`config.mk`:
```
export PLATFORM = sky130hd
export DESIGN_NAME = id_ex_stage
export DESIGN_NICKNAME = d
export VERILOG_FILES = /design/src/rtl/cpu_pkg.sv /design/src/rtl/fwd_sel.sv /design/src/rtl/id_ex_stage.sv
export SDC_FILE = /design/constraint.sdc
export NUM_CORES = 1
export LEC_CHECK = 0
export CORE_UTILIZATION = 50
export CTS_BUF_LIST = sky130_fd_sc_hd__clkbuf_8
export DETAILED_ROUTE_END_ITERATION = 8
export GPL_TIMING_DRIVEN = 0
export PLACE_DENSITY = 0.95
export REMOVE_ABC_BUFFERS = 1
export SLEW_MARGIN = 30
export SYNTH_ARGS = -nofsm -noshare
export SYNTH_HDL_FRONTEND = slang
export SYNTH_HIERARCHICAL = 1
export SYNTH_SLANG_ARGS = --single-unit
```
`constraint.sdc`:
```
create_clock -name clk -period 5.5 [get_ports clk]
set_input_delay 1.375 -clock clk [delete_from_list [all_inputs] [get_ports clk]]
set_output_delay 1.375 -clock clk [all_outputs]
set_load 0.1 [all_outputs]
```
`src/rtl/cpu_pkg.sv`:
```
// Shared datapath definitions: ALU opcodes and the ID/EX pipeline entry layout.
package cpu_pkg;

    localparam int XLEN_W = 32;
    localparam int RW_W   = 5;

    localparam logic [3:0] ALU_AND = 4'b0000;
    localparam logic [3:0] ALU_OR  = 4'b0001;
    localparam logic [3:0] ALU_ADD = 4'b0010;
    localparam logic [3:0] ALU_SUB = 4'b0110;

    typedef struct packed {
        logic [XLEN_W-1:0] read_data1;
        logic [XLEN_W-1:0] read_data2;
        logic [XLEN_W-1:0] imm;
        logic              alu_src;
        logic [3:0]        alu_control;
        logic [RW_W-1:0]   rs;
        logic [RW_W-1:0]   rt;
        logic [RW_W-1:0]   dest;
        logic              reg_write;
        logic              mem_read;
        logic              mem_write;
        logic              mem_to_reg;
    } id_ex_t;

endpackage

```
`src/rtl/fwd_sel.sv`:
```
// Forward-source selection for one operand index; EX/MEM wins over MEM/WB, r0 never forwards.
module fwd_sel #(
    parameter int XLEN = 32,
    parameter int RW   = 5
) (
    input  logic [RW-1:0]   src,
    input  logic [XLEN-1:0] reg_data,
    input  logic            exmem_reg_write,
    input  logic [RW-1:0]   exmem_dest,
    input  logic [XLEN-1:0] exmem_result,
    input  logic            memwb_reg_write,
    input  logic [RW-1:0]   memwb_dest,
    input  logic [XLEN-1:0] memwb_result,
    output logic [XLEN-1:0] data
);

    logic src_nonzero_s;

    assign src_nonzero_s = (src != {RW{1'b0}});

    // Priority mux: youngest producer first, then older producer, then register file value.
    always_comb begin
        data = reg_data;
        if (exmem_reg_write && (exmem_dest == src) && src_nonzero_s) begin
            data = exmem_result;
        end else if (memwb_reg_write && (memwb_dest == src) && src_nonzero_s) begin
            data = memwb_result;
        end else begin
            data = reg_data;
        end
    end

endmodule

```
`src/rtl/id_ex_stage.sv`:
```
// ID/EX pipeline register: single-entry handshake buffer with operand forwarding
// and one-bubble load-use hazard insertion.
module id_ex_stage
    import cpu_pkg::*;
#(
    parameter int XLEN = XLEN_W,
    parameter int RW   = RW_W
) (
    input  logic            clk,
    input  logic            reset,
    input  logic            in_valid,
    output logic            in_ready,
    input  logic [XLEN-1:0] id_read_data1,
    input  logic [XLEN-1:0] id_read_data2,
    input  logic [XLEN-1:0] id_imm,
    input  logic            id_alu_src,
    input  logic [3:0]      id_alu_control,
    input  logic [RW-1:0]   id_rs,
    input  logic [RW-1:0]   id_rt,
    input  logic [RW-1:0]   id_dest,
    input  logic            id_reg_write,
    input  logic            id_mem_read,
    input  logic            id_mem_write,
    input  logic            id_mem_to_reg,
    input  logic            flush,
    input  logic            exmem_reg_write,
    input  logic [RW-1:0]   exmem_dest,
    input  logic [XLEN-1:0] exmem_result,
    input  logic            memwb_reg_write,
    input  logic [RW-1:0]   memwb_dest,
    input  logic [XLEN-1:0] memwb_result,
    output logic            out_valid,
    input  logic            out_ready,
    output logic [XLEN-1:0] read_data1,
    output logic [XLEN-1:0] Mux,
    output logic [XLEN-1:0] store_data,
    output logic [3:0]      ALU_control,
    output logic [RW-1:0]   ex_dest,
    output logic            ex_reg_write,
    output logic            ex_mem_read,
    output logic            ex_mem_write,
    output logic            ex_mem_to_reg,
    output logic            load_use_stall
);

    id_ex_t          entry_r;
    id_ex_t          entry_next_s;
    logic            valid_r;
    logic            hazard_s;
    logic            transfer_in_s;
    logic            leave_s;
    logic [XLEN-1:0] fwd_a_s;
    logic [XLEN-1:0] fwd_b_s;

    // A held load whose destination feeds the incoming instruction must drain first.
    assign hazard_s = valid_r && entry_r.mem_read && entry_r.reg_write
                   && (entry_r.dest != {RW{1'b0}}) && in_valid
                   && ((entry_r.dest == id_rs) || (entry_r.dest == id_rt));

    assign in_ready       = !flush && !hazard_s && (!valid_r || out_ready);
    assign out_valid      = valid_r && !flush;
    assign transfer_in_s  = in_valid && in_ready;
    assign leave_s        = out_valid && out_ready;
    assign load_use_stall = hazard_s;

    // Pack the decoded ID fields into the entry layout.
    always_comb begin
        entry_next_s             = {$bits(id_ex_t){1'b0}};
        entry_next_s.read_data1  = id_read_data1;
        entry_next_s.read_data2  = id_read_data2;
        entry_next_s.imm         = id_imm;
        entry_next_s.alu_src     = id_alu_src;
        entry_next_s.alu_control = id_alu_control;
        entry_next_s.rs          = id_rs;
        entry_next_s.rt          = id_rt;
        entry_next_s.dest        = id_dest;
        entry_next_s.reg_write   = id_reg_write;
        entry_next_s.mem_read    = id_mem_read;
        entry_next_s.mem_write   = id_mem_write;
        entry_next_s.mem_to_reg  = id_mem_to_reg;
    end

    // Entry state: reset, then flush, then load, then drain, else hold.
    always_ff @(posedge clk) begin
        if (reset) begin
            valid_r <= 1'b0;
            entry_r <= {$bits(id_ex_t){1'b0}};
        end else if (flush) begin
            valid_r <= 1'b0;
            entry_r <= entry_r;
        end else if (transfer_in_s) begin
            valid_r <= 1'b1;
            entry_r <= entry_next_s;
        end else if (leave_s) begin
            valid_r <= 1'b0;
            entry_r <= entry_r;
        end else begin
            valid_r <= valid_r;
            entry_r <= entry_r;
        end
    end

    fwd_sel #(.XLEN(XLEN), .RW(RW)) u_fwd_rs (
        .src             (entry_r.rs),
        .reg_data        (entry_r.read_data1),
        .exmem_reg_write (exmem_reg_write),
        .exmem_dest      (exmem_dest),
        .exmem_result    (exmem_result),
        .memwb_reg_write (memwb_reg_write),
        .memwb_dest      (memwb_dest),
        .memwb_result    (memwb_result),
        .data            (fwd_a_s)
    );

    fwd_sel #(.XLEN(XLEN), .RW(RW)) u_fwd_rt (
        .src             (entry_r.rt),
        .reg_data        (entry_r.read_data2),
        .exmem_reg_write (exmem_reg_write),
        .exmem_dest      (exmem_dest),
        .exmem_result    (exmem_result),
        .memwb_reg_write (memwb_reg_write),
        .memwb_dest      (memwb_dest),
        .memwb_result    (memwb_result),
        .data            (fwd_b_s)
    );

    assign read_data1    = fwd_a_s;
    assign store_data    = fwd_b_s;
    assign Mux           = entry_r.alu_src ? entry_r.imm : fwd_b_s;
    assign ALU_control   = entry_r.alu_control;
    assign ex_dest       = entry_r.dest;
    assign ex_reg_write  = entry_r.reg_write  && valid_r;
    assign ex_mem_read   = entry_r.mem_read   && valid_r;
    assign ex_mem_write  = entry_r.mem_write  && valid_r;
    assign ex_mem_to_reg = entry_r.mem_to_reg && valid_r;

endmodule
```
### Cells colored by class

The bar under the picture is 50 um long. Fill, decap, tap and diode cells in gray.
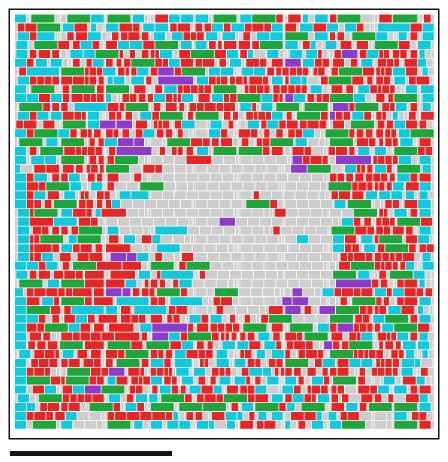
- red: combinational and other logic (cells 776; share of their area 46%)
- green: sequential cells (cells 121; share of their area 21%)
- purple: clock drivers and dummy loads (cells 32; share of their area 4.0%)
- cyan: remaining buffers and delay cells (cells 330; share of their area 29%)

### Signal metal coverage by tile

The die is cut into 26 by 26 equal tiles; black is low, pale yellow is high, scaled to the fullest tile. Values are wire area over tile area, all layers added.
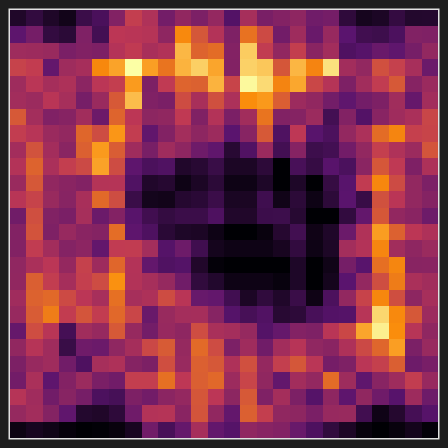
- mean over tiles: 0.26
- emptiest ninth of the die: middle
- fullest tile: 0.70
- nearly empty tiles: 2.8%
- tiles over half the peak: 24%

### The metal 1 layer

Supply wires on this layer in gray.
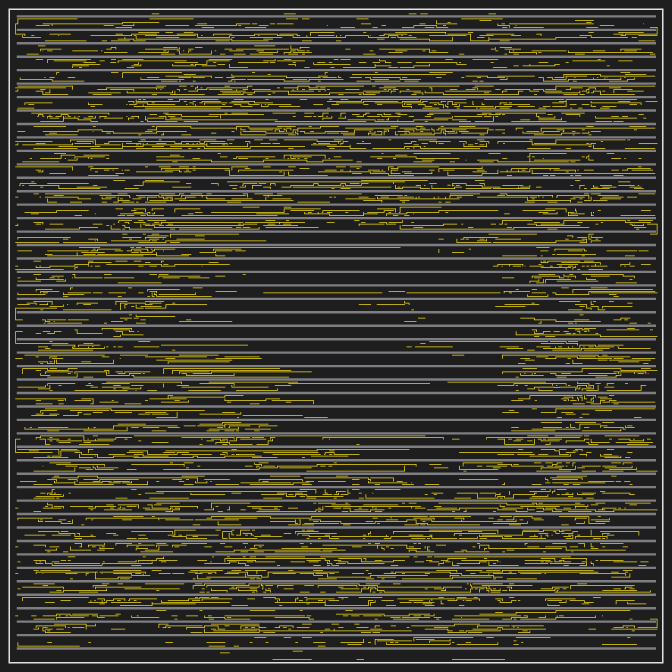
- wire length on this layer: 10700 um
- share of all routed wire: 39%
- longest straight run: 58.9 um
via count: 8208
final WL: 27380 um
met1 Use GR: 0.3403

==> qor.csv <==
metric,value,unit
drt drc,0,
Top cells excl fill/tap,"nand2b_1 (241), clkdlybuf4s50_1 (215), dfxtp_1 (120), mux2i_1 (120), nor3_1 (66)",
crit path time final,5562,ps
Worst Path Arrival,4190,ps
DRT iter0 DRCs,486,
IO buf count,312,
VDD IR-drop max,0.0001365,V
power share of the combinational group,0.338,
Total Routing Usage GR,0.3030,
Dominant comb cell,simple AND/OR/NAND/NOR gates,
ANT nets after route,0,
WP data required,4120,ps
status,"complete, but fails checks",
largest cell class by area,combinational gates,
dominant logic cell type in the layout,nand2b_1,
register area,2424,um2
gpl congestion,0.8346,
antenna violations before repair,0,
maximum clock frequency,179.8,MHz
placed insts,1444,
combinational power,980,uW
# setup viols final,2,
CP cell instances,clkdlybuf4s50_1 > xnor2_2 > nand4_4 > buf_12 > or3_2 > a31oi_1 > mux2_2 > buf_4,
post-route setup slack,-62.33,ps
RSZ-0062 raised after global routing,yes,
violated checks,negative setup slack,
hold depth,2,
CORE AREA,16520,um2
crit path kind,in -> out,
pwr dens,242.5,nW/um2
Non-clock buffers,330,
clock root cell,clkbuf_8,
FF+latch count,121,
Post-CTS Resized,411,
"Non-clock buffers, area share",0.2824,
io pins,313,
GRT overflow,0,
Net Sw Frac,0.3717,
### Signal wires by layer

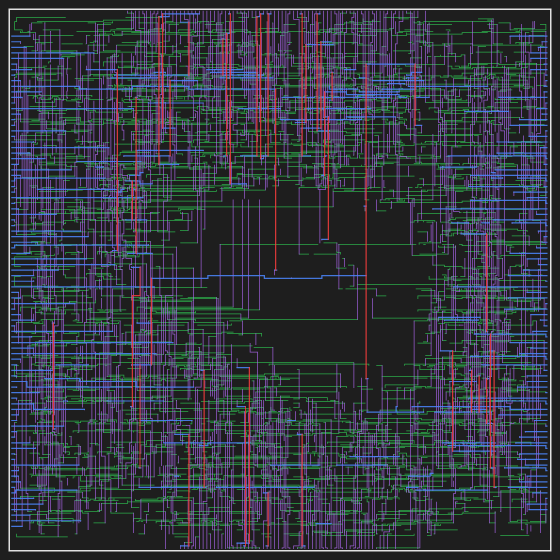
- blue: metal 3 (wire length 2300 um)
- red: metal 4 (wire length 1090 um)
- green: metal 1 (wire length 10700 um)
- purple: metal 2 (wire length 13300 um)

### Placement view

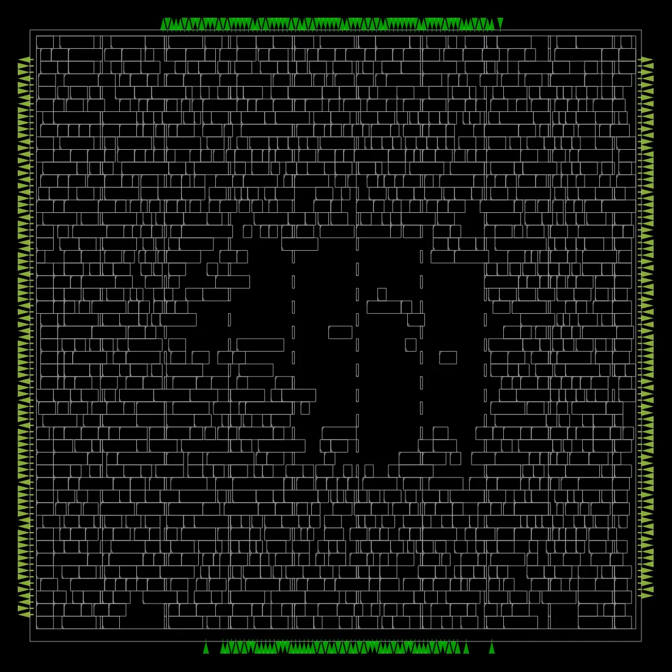
fill cell count: 1195
non-filler cells, final: 1479

## state kept, by name (all words and copies together), names as in the netlist
register and cells:
valid_r 1, ex_dest 5, entry_r 111, ALU_control 4
## synth_stat cells (all sizes together) (2+ instances only)
master	n	share of area
nor2	4	0.0018
o21ai	65	0.039
dfxtp	121	0.29
xor2	10	0.010
or2	2	0.0015
or4	3	0.0036
or3	64	0.049
mux2i	120	0.14
o211ai	4	0.010
buf	49	0.061
nand2b	241	0.18
xnor2	20	0.021
and2	4	0.0030
clkbuf	49	0.023
a31oi	64	0.047
nor3	66	0.039
inv	65	0.029
nand4	4	0.0045
mux2	32	0.043
## layer usage
layer	vias to the layer above	wire (um)	track usage
met1	3838	10690	0.3403
met4	0	1092	0.1641
met5	-	0	0
met3	90	2302	0.08381
met2	389	13290	0.5200
li1	3891	-	-
No activity file was given, so power comes from the tool's default toggle rates.
